`src/rtl/load_engine_pkg.sv`:
```
`default_nettype none
// ============================================================================
// Package : load_engine_pkg
// Brief   : Opcodes, FSM state encoding and helpers shared by the load engine.
// Rev     : 1.0 - initial release
// ============================================================================
package load_engine_pkg;

    localparam logic [4:0] OP_LOAD_V = 5'h01;
    localparam logic [4:0] OP_LOAD_M = 5'h02;

    typedef enum logic [1:0] {
        IDLE     = 2'd0,
        FETCH    = 2'd1,
        EMIT     = 2'd2,
        COMPLETE = 2'd3
    } state_t;

    function automatic logic [15:0] min3(input logic [15:0] a,
                                         input logic [15:0] b,
                                         input logic [15:0] c);
        logic [15:0] m;
        m = a;
        if (b < m) m = b;
        if (c < m) m = c;
        return m;
    endfunction

endpackage
`default_nettype wire

```
`src/rtl/load_engine_tile_packer.sv`:
```
`default_nettype none
// ============================================================================
// Module : tile_packer
// Brief  : Byte-lane accumulator; appends the low nbytes lanes of a beat at the
//          current fill position. Unwritten elements stay zero until clear.
// Rev    : 1.0 - initial release
// ============================================================================
module tile_packer
    import load_engine_pkg::*;
#(
    parameter int TILE_WIDTH = 256,
    parameter int MEM_WIDTH  = 64,
    parameter int TILE_ELEMS = TILE_WIDTH / 8,
    parameter int MEM_BYTES  = MEM_WIDTH / 8,
    parameter int FILL_W     = $clog2(TILE_ELEMS + 1),
    parameter int NB_W       = $clog2(MEM_BYTES + 1)
) (
    input  logic                  clk,
    input  logic                  rst,
    input  logic                  clear,
    input  logic                  load,
    input  logic [NB_W-1:0]       nbytes,
    input  logic [MEM_WIDTH-1:0]  beat,
    output logic [FILL_W-1:0]     fill,
    output logic [TILE_WIDTH-1:0] data
);

    logic [TILE_WIDTH-1:0] r_acc;
    logic [FILL_W-1:0]     r_fill;
    logic [TILE_WIDTH-1:0] w_lanes;
    logic [TILE_WIDTH-1:0] w_shifted;

    // Lanes at or above nbytes are masked so the accumulator keeps its zero pad.
    always_comb begin
        w_lanes = '0;
        for (int k = 0; k < MEM_BYTES; k++) begin
            if (k < int'(nbytes)) w_lanes[8*k +: 8] = beat[8*k +: 8];
        end
        w_shifted = w_lanes << {r_fill, 3'b000};
    end

    always_ff @(posedge clk) begin
        if (rst || clear) begin
            r_acc  <= '0;
            r_fill <= '0;
        end else if (load) begin
            r_acc  <= r_acc | w_shifted;
            r_fill <= r_fill + FILL_W'(nbytes);
        end
    end

    assign fill = r_fill;
    assign data = r_acc;

endmodule
`default_nettype wire

```
`src/rtl/load_engine.sv`:
```
`default_nettype none
// ============================================================================
// Module : load_engine
// Brief  : LOAD_V / LOAD_M engine: fetches memory beats, packs them into tiles
//          and hands tiles to the buffer controller over valid/ready.
// Config : LOAD_STRIDE_EN adds the row_stride port (matrix row pitch).
// Rev    : 1.0 - initial release
// ============================================================================
module load_engine
    import load_engine_pkg::*;
#(
    parameter int DATA_WIDTH = 8,
    parameter int TILE_WIDTH = 256,
    parameter int MEM_WIDTH  = 64,
    parameter int ADDR_WIDTH = 24
) (
    input  logic                  clk,
    input  logic                  rst,
    input  logic                  start,
    input  logic [4:0]            opcode,
    input  logic [4:0]            dest_buffer_id,
    input  logic [9:0]            length_or_cols,
    input  logic [9:0]            rows,
    input  logic [ADDR_WIDTH-1:0] addr,
`ifdef LOAD_STRIDE_EN
    input  logic [ADDR_WIDTH-1:0] row_stride,
`endif
    output logic                  busy,
    output logic                  done,
    output logic                  error,
    output logic                  tile_valid,
    input  logic                  tile_ready,
    output logic                  tile_is_matrix,
    output logic [4:0]            tile_buffer_id,
    output logic [9:0]            tile_index,
    output logic [TILE_WIDTH-1:0] tile_data,
    output logic                  mem_req,
    output logic [ADDR_WIDTH-1:0] mem_addr,
    input  logic [MEM_WIDTH-1:0]  mem_rdata,
    input  logic                  mem_valid
);

    localparam int TILE_ELEMS = TILE_WIDTH / DATA_WIDTH;
    localparam int MEM_BYTES  = MEM_WIDTH / 8;
    localparam int FILL_W     = $clog2(TILE_ELEMS + 1);
    localparam int NB_W       = $clog2(MEM_BYTES + 1);

    generate
        if (DATA_WIDTH != 8 || (TILE_ELEMS % MEM_BYTES) != 0) begin : g_param_check
            $error("load_engine: DATA_WIDTH must be 8 and MEM_BYTES must divide TILE_ELEMS");
        end
    endgenerate

    state_t                r_state, w_next;
    logic                  r_is_matrix;
    logic                  r_err;
    logic [4:0]            r_buf_id;
    logic [9:0]            r_cols;
    logic [9:0]            r_row_rem;
    logic [9:0]            r_rows_rem;
    logic [9:0]            r_tile_index;
    logic [ADDR_WIDTH-1:0] r_addr;
    logic [ADDR_WIDTH-1:0] r_row_base;
    logic [ADDR_WIDTH-1:0] r_pitch;

    logic                  w_op_valid;
    logic                  w_zero;
    logic [ADDR_WIDTH-1:0] w_pitch_in;
    logic [FILL_W-1:0]     w_fill;
    logic [15:0]           w_take;
    logic                  w_tile_full;
    logic                  w_row_end;
    logic                  w_load;
    logic                  w_clear;

    assign w_op_valid = (opcode == OP_LOAD_V) || (opcode == OP_LOAD_M);
    assign w_zero     = (length_or_cols == 10'd0) ||
                        ((opcode == OP_LOAD_M) && (rows == 10'd0));
`ifdef LOAD_STRIDE_EN
    assign w_pitch_in = row_stride;
`else
    assign w_pitch_in = ADDR_WIDTH'(length_or_cols);
`endif

    // Bytes consumed from one beat: bounded by beat size, row remainder, tile space.
    assign w_take      = min3(16'(MEM_BYTES), {6'd0, r_row_rem},
                              16'(TILE_ELEMS) - 16'(w_fill));
    assign w_tile_full = (16'(w_fill) + w_take) == 16'(TILE_ELEMS);
    assign w_row_end   = (w_take == {6'd0, r_row_rem});
    assign w_load      = (r_state == FETCH) && mem_valid;
    assign w_clear     = (r_state == EMIT) && tile_ready;

    always_ff @(posedge clk) begin
        if (rst) r_state <= IDLE;
        else     r_state <= w_next;
    end

    always_comb begin
        w_next     = r_state;
        busy       = 1'b1;
        done       = 1'b0;
        error      = 1'b0;
        mem_req    = 1'b0;
        tile_valid = 1'b0;
        case (r_state)
            IDLE: begin
                busy = 1'b0;
                if (start) w_next = (!w_op_valid || w_zero) ? COMPLETE : FETCH;
            end
            FETCH: begin
                mem_req = 1'b1;
                if (mem_valid && (w_tile_full || w_row_end)) w_next = EMIT;
            end
            EMIT: begin
                tile_valid = 1'b1;
                if (tile_ready)
                    w_next = (r_row_rem != 10'd0 || r_rows_rem > 10'd1) ? FETCH : COMPLETE;
            end
            COMPLETE: begin
                done   = 1'b1;
                error  = r_err;
                w_next = IDLE;
            end
            default: w_next = IDLE;
        endcase
    end

    always_ff @(posedge clk) begin
        if (rst) begin
            r_is_matrix  <= 1'b0;
            r_err        <= 1'b0;
            r_buf_id     <= '0;
            r_cols       <= '0;
            r_row_rem    <= '0;
            r_rows_rem   <= '0;
            r_tile_index <= '0;
            r_addr       <= '0;
            r_row_base   <= '0;
            r_pitch      <= '0;
        end else begin
            case (r_state)
                IDLE: if (start) begin
                    r_is_matrix  <= (opcode == OP_LOAD_M);
                    r_err        <= !w_op_valid;
                    r_buf_id     <= dest_buffer_id;
                    r_cols       <= length_or_cols;
                    r_row_rem    <= length_or_cols;
                    r_rows_rem   <= (opcode == OP_LOAD_M) ? rows : 10'd1;
                    r_tile_index <= '0;
                    r_addr       <= addr;
                    r_row_base   <= addr;
                    r_pitch      <= w_pitch_in;
                end
                FETCH: if (mem_valid) begin
                    r_addr    <= r_addr + ADDR_WIDTH'(w_take);
                    r_row_rem <= r_row_rem - w_take[9:0];
                end
                EMIT: if (tile_ready) begin
                    r_tile_index <= r_tile_index + 10'd1;
                    // A finished row with rows left restarts at the next row base.
                    if (r_row_rem == 10'd0 && r_rows_rem > 10'd1) begin
                        r_rows_rem <= r_rows_rem - 10'd1;
                        r_row_base <= r_row_base + r_pitch;
                        r_addr     <= r_row_base + r_pitch;
                        r_row_rem  <= r_cols;
                    end
                end
                default: ;
            endcase
        end
    end

    tile_packer #(
        .TILE_WIDTH (TILE_WIDTH),
        .MEM_WIDTH  (MEM_WIDTH)
    ) u_packer (
        .clk    (clk),
        .rst    (rst),
        .clear  (w_clear),
        .load   (w_load),
        .nbytes (NB_W'(w_take)),
        .beat   (mem_rdata),
        .fill   (w_fill),
        .data   (tile_data)
    );

    assign tile_is_matrix = r_is_matrix;
    assign tile_buffer_id = r_buf_id;
    assign tile_index     = r_tile_index;
    assign mem_addr       = r_addr;

endmodule
`default_nettype wire

```
`config.mk`:
```
export PLATFORM = sky130hd
export DESIGN_NAME = load_engine
export DESIGN_NICKNAME = d
export VERILOG_FILES = /design/src/rtl/load_engine_pkg.sv /design/src/rtl/load_engine_tile_packer.sv /design/src/rtl/load_engine.sv
export SDC_FILE = /design/constraint.sdc
export NUM_CORES = 1
export LEC_CHECK = 0
export CAP_MARGIN = 10
export CORE_ASPECT_RATIO = 0.9
export CORE_MARGIN = 2
export CORE_UTILIZATION = 30
export DETAILED_ROUTE_END_ITERATION = 12
export PLACE_DENSITY = 0.5
export SETUP_SLACK_MARGIN = 0.4
export SYNTH_ARGS = -nofsm -noshare
export SYNTH_HDL_FRONTEND = slang
export SYNTH_SLANG_ARGS = --single-unit
```
`constraint.sdc`:
```
create_clock -name clk -period 18.85 [get_ports clk]
set_clock_uncertainty 0.15 [all_clocks]
set_input_delay 3.77 -clock clk [delete_from_list [all_inputs] [get_ports clk]]
set_output_delay 3.77 -clock clk [all_outputs]
set_load 0.05 [all_outputs]
```
Run 1, clock wiring as the flow saved it:
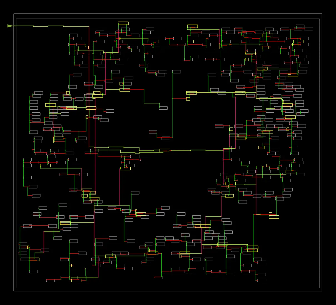
count of clock buffers in the final design: 59
TritonCTS Buffers: 43
number of clock sinks: 359
flop count: 359

Run 1, the metal 3 layer:
Scale: 1.5 px per um.
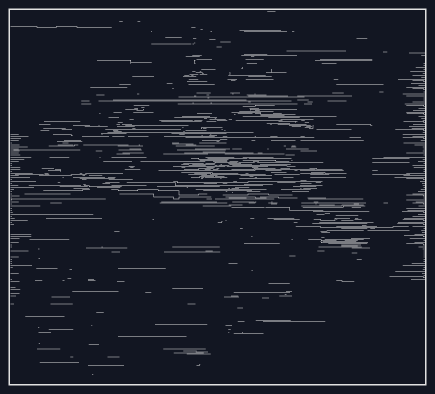
wire length on this layer: 8,520 um
longest straight run: 128 um
share of all routed wire: 8.6%
main direction: horizontal

Run 1, clock distribution:
Scale: 1.5 px per um.
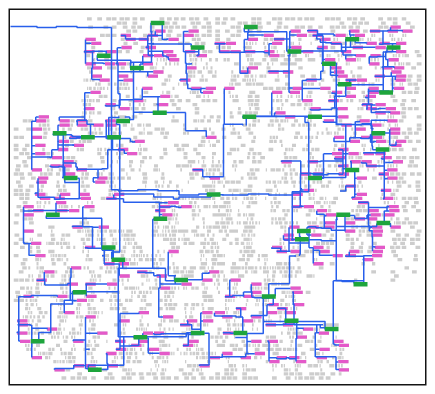
[magenta] flip-flops | count: 359
[green] clock drivers | count: 43
[blue] clock wires | length: 5,640 um
routed clock nets: 44

==> run_results.csv, run 1 <==
group,metric,value,unit
final_timing,timing.setup.tns,0,ps
synth,synth_top_cell_by_count,"sky130_fd_sc_hd__dfxtp_1",
worst_setup_path,ff2ff_setup_slack,11860,ps
worst_setup_path,slowest_stage_delay_cp,750,ps
synth,post_synth_inst_count,2444,
final_timing,unrepaired_setup_endpoints_after_global_routing,"no",
finish,multi_input_comb_area,12100,um2
global_route,grt_start_max_net_pins,97,
worst_setup_path,critical-path-top-delay-family,"simple AND/OR/NAND/NOR gates",
worst_setup_path,path_buffers,2,
place,dp.cells,3616,
clock_network,cts_tree,"yes",
floorplan,core_region_area,65900,um2
finish,finish.instance_area,26500,um2
synth,synth.area.top_cells,"sky130_fd_sc_hd__dfxtp_1 (36%), sky130_fd_sc_hd__nand2_1 (4.5%), sky130_fd_sc_hd__a21oi_1 (4.2%)",
power,max-vdd-ir-drop,78.8,uV
finish,inv_count,60,
finish,buffers,468,
route,drt_drc_violations_left,0,
route,routed.top_layer,"met4",
power,power_density,104,nW/um2
global_route,grtUsageMet3,5.39,%
final_timing,max_freq,139,MHz
finish,finish.net_count,2983,
synth,synth_flops,359,
clock_network,clock_path_buffers,3,
power,pnr_total_power,0.00276,W
worst_setup_path,critical_path_peak_fanout,92,
route,routed_wirelength,99.0,mm
floorplan,placementRows,89,
clock_network,post_cts_resized,0,
synth,number_of_enable_type_register_cells_in_the_synthesized_netlist,0,
finish,clk_share,5.19,%
finish,final_core_util,40.2,%
worst_setup_path,cp_slowest_cell,"sky130_fd_sc_hd__nand3_1",
synth,yosys.cell_types.count,102,
synth,postSynth.asyncResetShare,0,%
worst_setup_path,path_class,"in -> reg",
floorplan,die_h,249,um
final_timing,timing.final.setup_violations,0,
worst_setup_path,r2r-start,"u_packer.fill[1]",
route,initial_drt_markers,2369,
worst_setup_path,r2r_end,"mem_addr[22]",
synth,synth_stat.cells,2444,
final_timing,final-hold-violation-count,0,
final_timing,fin_hold_ws,295,ps
global_route,first_global_vias,20871,
global_route,grt.overflow.total,0,
worst_setup_path,crit_end,"u_packer.data[212]",
synth,synth-warning-count,0,
power,power_leakage,9.15,nW
route,detail_route.wirelength.met1,44.7,mm
floorplan,design.portCount,424,
finish,ff_latch_area,7190,um2
finish,comb.multi_input.count,1866,
finish,final.fill_count,6681,
synth,synth.yosys.chip_area,20100,um2
route,routed-wl-met2,42.8,mm
route,routedWlPerCell,26.8,um
synth,synth_seq_share,35.8,%
finish,layout_top_cells_excl_fill_tap,"sky130_fd_sc_hd__clkdlybuf4s50_1 (422), sky130_fd_sc_hd__dfxtp_1 (356), sky130_fd_sc_hd__nand2_1 (243)",
clock_network,postCtsSetupRepairBufs,0,
global_route,grt.busiest_layer,"met2",
clock_network,clock.latency.late_pin,590,ps
synth,avgSynthCellArea,8.21,um2
route,final_antenna_net_count,0,
global_route,grt_pass1_wl,143,mm
route,detailroute.wirelength.met3,8.52,mm
global_route,antenna_found_initial,7,
floorplan,nWellTaps,864,
final_timing,worstMarginPinSlew,1270,ps
final_timing,post_route_clock_period_utilization,38.2,%
worst_hold_path,worstHoldStart,"u_packer.data[125]",
worst_setup_path,worstRegToRegCells,22,
clock_network,clockRootBuffer,"sky130_fd_sc_hd__clkbuf_16",
floorplan,chip_area,69000,um2
global_route,grt.total_usage,27.3,%
worst_setup_path,worst_ep_arrival_time,7570,ps
route,vias,22091,
worst_hold_path,min_to,"u_packer.data[125]",
worst_hold_path,holdCritPathClass,"reg -> reg",
place,dp.final_hpwl,74.0,mm
synth,netlist.top_cell.by_area,"sky130_fd_sc_hd__dfxtp_1",
synth,syn-cell-area,20100,um2
finish,seq_area_share,27.1,%
place,dpl-instance-area,25100,um2
final_timing,final_critical_path_setup_slack,11660,ps
route,vias_cell,5.97,
worst_setup_path,worstPathCellList,"clkdlybuf4s50_1 -> a21oi_4 -> buf_4 -> nand3_1 -> nor2_1 -> nand2_1 -> o22ai_1 -> a221o_1",
floorplan,fp.dieW,277,um
synth,synth.top_cells.by_count,"sky130_fd_sc_hd__dfxtp_1 (359), sky130_fd_sc_hd__nand2_1 (243), sky130_fd_sc_hd__nor2_1 (190)",
finish,layout.cells.largest_class,"logic gates",
finish,drive_above_1_share,7.14,%
run,maxCapViolCount,0,
worst_setup_path,depth_of_the_critical_timing_path_with_buffers_and_inverters_included,8,
synth,postSynth.topFlopCell,"sky130_fd_sc_hd__dfxtp_1",
finish,final_common_cell,"sky130_fd_sc_hd__clkdlybuf4s50_1",
finish,post_layout_nonfiller_instances,3701,
place,gp_congestion,0.940,
worst_setup_path,crit_path_start,"tile_ready",
floorplan,initial_utilization,30.5,%
run,warning_count,31,
finish,buffer_area_share,17.2,%
place,place.port_buffers,423,
worst_setup_path,timing.critical_path.to_type,"flop",
clock_network,cts.clk_slew.worst_paths,60,ps
global_route,grt_util_met1,38.7,%
run_status,run_status,"finished clean",
final_timing,relSlewSlack,14.6,%
global_route,globalRouteMet2Util,40.9,%
clock_network,cts-htree-levels,2,
finish,area_growth_syn_to_layout,32.0,%
final_timing,final-max-slew-violation-count,0,
place,dpl_worst_slack,11090,ps
worst_setup_path,timing.critical_path.from_type,"input pin",
synth,synth_top_area_share,35.8,%
finish,antenna_cells,8,
worst_setup_path,worst_ep_required_time,19220,ps
final_timing,period_needed,7190,ps
finish,combAreaFraction,45.5,%
worst_hold_path,holdPathStages,2,
clock_network,hold_buffers,0,
route,drt_pre_antenna_iters,6,
==> run 1: where the power goes <==
group	total, W	switching, W	internal (W)
clock	0.000829	0.000362	0.000466
sequential	0.000894	0.0000744	0.000820
combinational	0.00103	0.000700	0.000335
total	0.00276	0.00114	0.00162
==> run 1: cells by family after synthesis <==
kind of cell	after synthesis	synth area share, %
xor+xnor	53	2.31
simple gates	720	17.2
mux	33	1.91
other cells	2	0.0374
buf+inv	234	4.67
flops	359	35.8
fa+ha+maj	62	4.01
compound gates	981	34.1
==> run 1: flip-flops by register name, summed over array words and instances (netlist names) <==
name            cells
r_pitch            10
tile_buffer_id      5
mem_addr           24
u_packer.fill       6
tile_index         10
r_row_rem          10
tile_is_matrix      1
r_rows_rem         10
r_err               1
r_row_base         24
u_packer.data     256
r_state             2
## Run 2: what changed since run 1
Settings changed: PLACE_DENSITY 0.5 to 0.52.
Clock period 18.85 ns to 6.15 ns, I/O delays scaled along.
Run 2, wiring by layer:
Scale: 1 px per um.
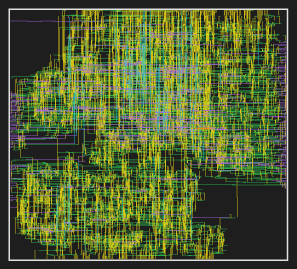
| colour | layer | wire length |
|---|---|---|
| cyan | metal 4 | 3,500 um |
| yellow | metal 2 | 41.5 mm |
| green | metal 1 | 43.7 mm |
| purple | metal 3 | 8,670 um |
| orange | metal 5 | 12.9 um |

Run 2, the metal 3 layer:
Scale: 1.5 px per um.
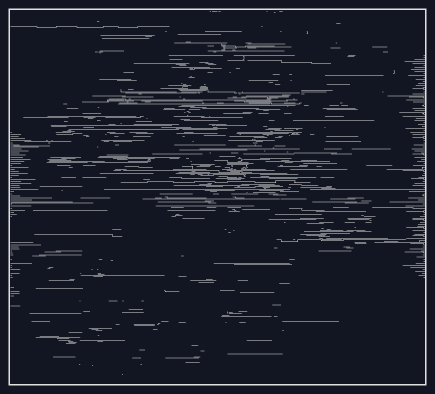
longest straight run: 124 um
main direction: horizontal

==> run 2 against run 1 <==
Effect of this change:
- critical path depth is 14 higher
- clock power went up to 3.1 times the previous value
- core utilization is 0.17 points higher
- via count hardly changed
- largest cell class unchanged
- highest routed layer is now met5
==> run_results.csv, run 2 <==
group,metric,value,unit
run_status,run_status,"finished clean",
worst_setup_path,r2r-start,"u_packer.fill[1]",
floorplan,die_h,249,um
worst_hold_path,min_to,"u_packer.data[121]",
route,drt_pre_antenna_iters,7,
synth,netlist.top_cell.by_area,"sky130_fd_sc_hd__dfxtp_1",
route,vias,22096,
worst_setup_path,r2r_end,"r_state[0]",
worst_hold_path,worstHoldStart,"u_packer.data[121]",
synth,syn-cell-area,20100,um2
worst_setup_path,worstRegToRegCells,22,
place,dpl_worst_slack,451,ps
finish,inv_count,60,
floorplan,initial_utilization,30.5,%
finish,layout.cells.largest_class,"logic gates",
clock_network,hold_buffers,0,
power,sw_frac_of_total,40.4,%
finish,ff_latch_area,7190,um2
synth,synth_top_cell_by_count,"sky130_fd_sc_hd__dfxtp_1",
global_route,grt_start_max_net_pins,187,
synth,synthTopLogicFamily,"AND-OR/OR-AND gates",
clock_network,clkSinkCount,359,
finish,final.fill_count,6624,
finish,largest_register_ff_count,256,
synth,post_synth_inst_count,2444,
global_route,grtUsageMet3,6.11,%
clock_network,cts-htree-levels,2,
finish,final_core_util,40.4,%
route,routed_wirelength,97.4,mm
final_timing,unrepaired_setup_endpoints_after_global_routing,"no",
worst_hold_path,holdCritPathClass,"reg -> reg",
worst_setup_path,cp_slowest_cell,"sky130_fd_sc_hd__nor3_1",
global_route,grt.busiest_layer,"met2",
power,power_switching,0.00343,W
floorplan,core_region_area,65900,um2
synth,synth_flops,359,
global_route,grt.overflow.total,0,
global_route,antenna_found_initial,7,
worst_setup_path,timing.critical_path.from_type,"flop",
place,gp_congestion,0.964,
place,dp.final_hpwl,72.8,mm
route,vias_cell,5.97,
run,maxCapViolCount,0,
worst_setup_path,timing.critical_path.to_type,"flop",
global_route,grt_pass1_wl,143,mm
clock_network,post_cts_resized,0,
route,detail_route.wirelength.met1,43.7,mm
floorplan,placementRows,89,
final_timing,final_critical_path_setup_slack,773,ps
power,max-vdd-ir-drop,252,uV
finish,drive_above_1_share,7.52,%
finish,layout.clock_buffers,61,
worst_setup_path,crit_path_start,"u_packer.fill[1]",
synth,ys_sh_xor,2.31,%
synth,synth_seq_share,35.8,%
global_route,first_global_vias,21148,
floorplan,chip_area,69000,um2
synth,yosys.cell_types.count,102,
power,power_leakage,9.21,nW
route,initial_drt_markers,2319,
worst_setup_path,slowest_stage_delay_cp,580,ps
finish,multi_input_comb_area,12100,um2
synth,mux_area_share,1.91,%
finish,finish.net_count,2990,
finish,combAreaFraction,45.5,%
power,share_clk_of_total_power,30.3,%
finish,clk_share,5.16,%
synth,synth-warning-count,0,
clock_network,numCtsBuffers,42,
synth,number_of_enable_type_register_cells_in_the_synthesized_netlist,0,
worst_setup_path,crit_end,"r_state[0]",
finish,buffers,476,
run,warning_count,33,
place,place.port_buffers,423,
final_timing,final-hold-violation-count,0,
worst_setup_path,ff2ff_setup_slack,770,ps
power,combinationalPowerShare,37.4,%
place,dp.cells,3622,
global_route,grt_util_met1,37.6,%
final_timing,final-max-slew-violation-count,0,
synth,synthAoiAreaFrac,34.1,%
clock_network,clock_path_buffers,3,
power,pnr_total_power,0.00848,W
route,detailroute.wirelength.met3,8.67,mm
finish,seq_area_share,27.0,%
synth,postSynth.topFlopCell,"sky130_fd_sc_hd__dfxtp_1",
route,routedWlPerCell,26.3,um
synth,synth.yosys.chip_area,20100,um2
final_timing,worstMarginPinSlew,1240,ps
final_timing,max_freq,186,MHz
synth,ys_sh_simple,17.2,%
floorplan,design.portCount,424,
final_timing,timing.setup.tns,0,ps
power,p_int,0.00505,W
synth,synth_top_area_share,35.8,%
clock_network,cts_tree,"yes",
floorplan,fp.dieW,277,um
finish,antenna_cells,5,
route,routed-wl-met2,41.5,mm
worst_hold_path,holdPathStages,2,
worst_setup_path,worstPathCellList,"inv_1 -> ha_4 -> or4b_1 -> and2_1 -> ha_1 -> and3b_1 -> o311ai_1 -> buf_4 -> o21ai_4 -> nand3_1 -> o21ai_2 -> ha_1 -> inv_1 -> fa_1 -> nor2b_1 -> o21ai_0 -> a21oi_1 -> a32oi_1 -> nor3_1 -> o21bai_1 -> nor3_1 -> a211oi_1",
finish,area_growth_syn_to_layout,32.6,%
final_timing,relSlewSlack,17.0,%
Run 2, clock distribution:
Scale: 1.5 px per um.
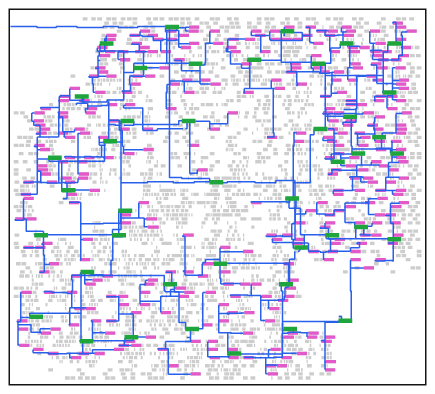
[magenta] flip-flops | count: 359
[blue] clock wires | length: 5,620 um
[green] clock drivers | count: 42
routed clock nets: 43
flops lie: widely spread
clk ins delay skew pair: 580 ps
power dissipated in the clock network: 0.00257 W

[run 2: power by group through the flow]
stage / registers, W / logic [W] / clock network, W
5_1_grt: 0.00276 / 0.00344 / 0.00270
2_1_floorplan: 0.00292 / 0.00195 / 0
3_5_place_dp: 0.00278 / 0.00312 / 0
4_1_cts: 0.00273 / 0.00314 / 0.00262
3_3_place_gp: 0.00277 / 0.00309 / 0
6_report: 0.00274 / 0.00317 / 0.00257
[run 2: stage by stage]
step,area (um2),hold slack [ps]
4_1_cts,26600,300
3_5_place_dp,25200,291
3_3_place_gp,25200,285
2_1_floorplan,20200,286
5_1_grt,26600,315
6_report,26600,295
[run 2: critical path, delay by kind of cell (launching register included)]
kind	cells	cell delay, ps
adders and majority gates	4	1180
DFF	1	320
AOI/OAI and AO/OA	8	1160
and+or+nand+nor	7	2040
buffers and inverters	3	410
Run 2, clock wiring as the flow saved it:
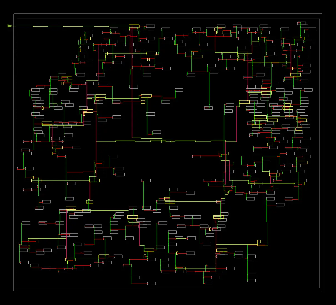

## Run 3: what changed since run 2
Settings changed: PLACE_DENSITY 0.52 to 0.5.
Clock period 6.15 ns to 6 ns, I/O delays scaled along.
Run 3, clock wiring as the flow saved it:
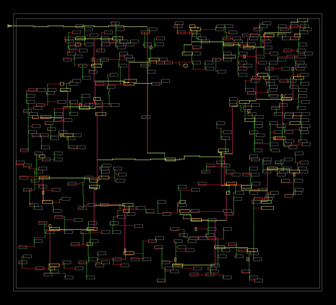
power dissipated in the clock network: 0.00273 W
TritonCTS Buffers: 44

Run 3, the metal 3 layer:
Scale: 1.5 px per um.
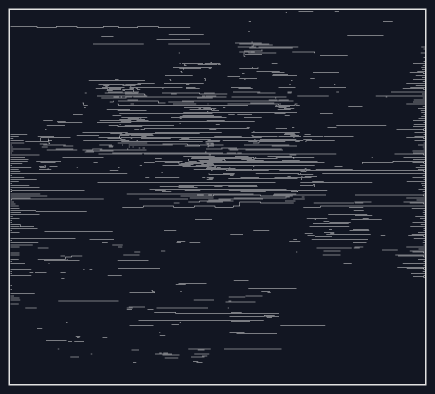
share of all routed wire: 9.3%
longest straight run: 128 um
main direction: horizontal
wire length on this layer: 9,140 um

==> run 3 against run 2 <==
Effect of this change:
- register-to-register slack improved by 20 ps
- non-clock buffer count rose by 14
- routed wire length is 0.64% higher
- area after synthesis unchanged
- sequential cell count stayed put
- global-route usage shrank 0.053 points
- clock power up 6%
- largest power group unchanged
==> run_results.csv, run 3 <==
group,metric,value,unit
finish,finish.instance_area,26800,um2
power,p_int,0.00530,W
worst_setup_path,worstRegToRegCells,21,
global_route,grt_pass1_wl,143,mm
floorplan,design.portCount,424,
finish,antenna_cells,8,
route,initial_drt_markers,2441,
synth,synth-warning-count,0,
global_route,first_global_vias,20883,
finish,seq_area_share,26.8,%
worst_hold_path,holdCritPathClass,"reg -> reg",
synth,synth.yosys.chip_area,20100,um2
final_timing,final-hold-violation-count,0,
worst_setup_path,slowest_stage_delay_cp,650,ps
final_timing,unrepaired_setup_endpoints_after_global_routing,"no",
route,drt_pre_antenna_iters,8,
finish,final.fill_count,6714,
route,routedWlPerCell,26.3,um
place,dpl_worst_slack,269,ps
worst_setup_path,crit_end,"mem_addr[22]",
route,routed_wirelength,98.0,mm
power,combinationalPowerShare,37.4,%
run,warning_count,34,
clock_network,clock_path_buffers,3,
synth,netlist.top_cell.by_area,"sky130_fd_sc_hd__dfxtp_1",
place,dp.final_hpwl,73.5,mm
synth,syn-cell-area,20100,um2
final_timing,worstMarginPinSlew,1290,ps
finish,multi_input_comb_area,12100,um2
worst_setup_path,critical-path-top-delay-family,"simple AND/OR/NAND/NOR gates",
run_status,run_status,"finished clean",
global_route,antenna_found_initial,9,
finish,inv_count,60,
finish,combAreaFraction,45.1,%
finish,layout.cells.largest_class,"logic gates",
power,pnr_total_power,0.00884,W
power,maxPowerGroup,"combinational cells",
synth,postSynth.topFlopCell,"sky130_fd_sc_hd__dfxtp_1",
floorplan,core_region_area,65900,um2
floorplan,chip_area,69000,um2
finish,largest_register_ff_count,256,
synth,synth_top_cell_by_count,"sky130_fd_sc_hd__dfxtp_1",
place,dp.cells,3635,
final_timing,final-max-slew-violation-count,0,
final_timing,timing.setup.tns,0,ps
finish,finish.net_count,3006,
worst_setup_path,r2r_end,"mem_addr[22]",
worst_setup_path,depth_of_the_critical_timing_path_with_buffers_and_inverters_included,21,
global_route,grt.overflow.total,0,
finish,drive_above_1_share,8.16,%
worst_setup_path,crit_path_start,"r_row_rem[8]",
synth,post_synth_inst_count,2444,
place,dpl-instance-area,25300,um2
worst_setup_path,timing.critical_path.to_type,"flop",
synth,synth_top_area_share,35.8,%
final_timing,relSlewSlack,13.5,%
synth,synth_seq_share,35.8,%
route,vias_cell,5.97,
run,maxCapViolCount,0,
power,power_switching,0.00355,W
synth,number_of_enable_type_register_cells_in_the_synthesized_netlist,0,
power,sequential_logic_power,0.00281,W
worst_setup_path,cp_slowest_cell,"sky130_fd_sc_hd__or4b_2",
final_timing,max_freq,192,MHz
place,gp_congestion,0.941,
clock_network,clock.latency.late_pin,580,ps
synth,synth_flops,359,
power,sw_frac_of_total,40.1,%
power,power_combinational,0.00331,W
final_timing,final_critical_path_setup_slack,793,ps
floorplan,placementRows,89,
worst_hold_path,holdPathStages,2,
power,power_leakage,9.33,nW
floorplan,initial_utilization,30.5,%
synth,yosys.cell_types.count,102,
finish,layout.clock_buffers,65,
worst_setup_path,worstPathCellList,"nor4_4 -> nand2_2 -> inv_4 -> nand2_1 -> ha_1 -> or4b_2 -> nor4_4 -> o21ai_2 -> o21ai_2 -> ha_1 -> inv_1 -> fa_1 -> nor2b_1 -> o21ai_0 -> a21oi_1 -> buf_4 -> o211ai_1 -> nand3_1 -> nand2_2 -> o311a_1 -> a221o_1",
worst_hold_path,worstHoldStart,"u_packer.data[252]",
route,vias,22238,
finish,clk_share,5.45,%
worst_hold_path,min_to,"u_packer.data[252]",
global_route,grt_start_max_net_pins,186,
synth,synth.top_cells.by_count,"sky130_fd_sc_hd__dfxtp_1 (359), sky130_fd_sc_hd__nand2_1 (243), sky130_fd_sc_hd__nor2_1 (190)",
final_timing,fin_hold_ws,296,ps
worst_setup_path,r2r-start,"r_row_rem[8]",
clock_network,clkSinkCount,359,
power,max-vdd-ir-drop,253,uV
finish,final_core_util,40.7,%
Run 3, clock distribution:
Scale: 1.5 px per um.
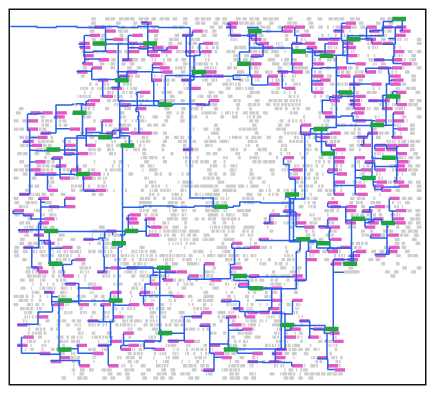
[blue] clock wires | length: 5,530 um
[magenta] flip-flops | count: 359
[green] clock drivers | count: 44
flops lie: widely spread
routed clock nets: 45
Clock power frac: 30.8%

-- run 3: cell families after synthesis --
logic type,Yosys count,share of synthesized area (%)
buf+inv,234,4.67
other cells,2,0.0374
flops,359,35.8
xor+xnor,53,2.31
mux,33,1.91
compound gates,981,34.1
fa+ha+maj,62,4.01
simple gates,720,17.2
-- run 3: repair_timing --
action                                  CTS  global route
gates resized                             2            10
hold buffers                              0             0
setup buffers                             0             4
endpoints found under the hold margin     0             0
pin swaps                                 0             3
endpoints found under the setup margin   10            15
-- run 3: per-layer routing --
metal	track usage (%)	up-vias	part of all wire, %
met5	0	-	0.0082
met4	8.09	2	2.9
met3	6.08	195	9.3
met2	40.4	1134	43
met1	38.5	10861	45
li1	-	10046	-
No activity file was given, so power comes from the tool's default toggle rates.
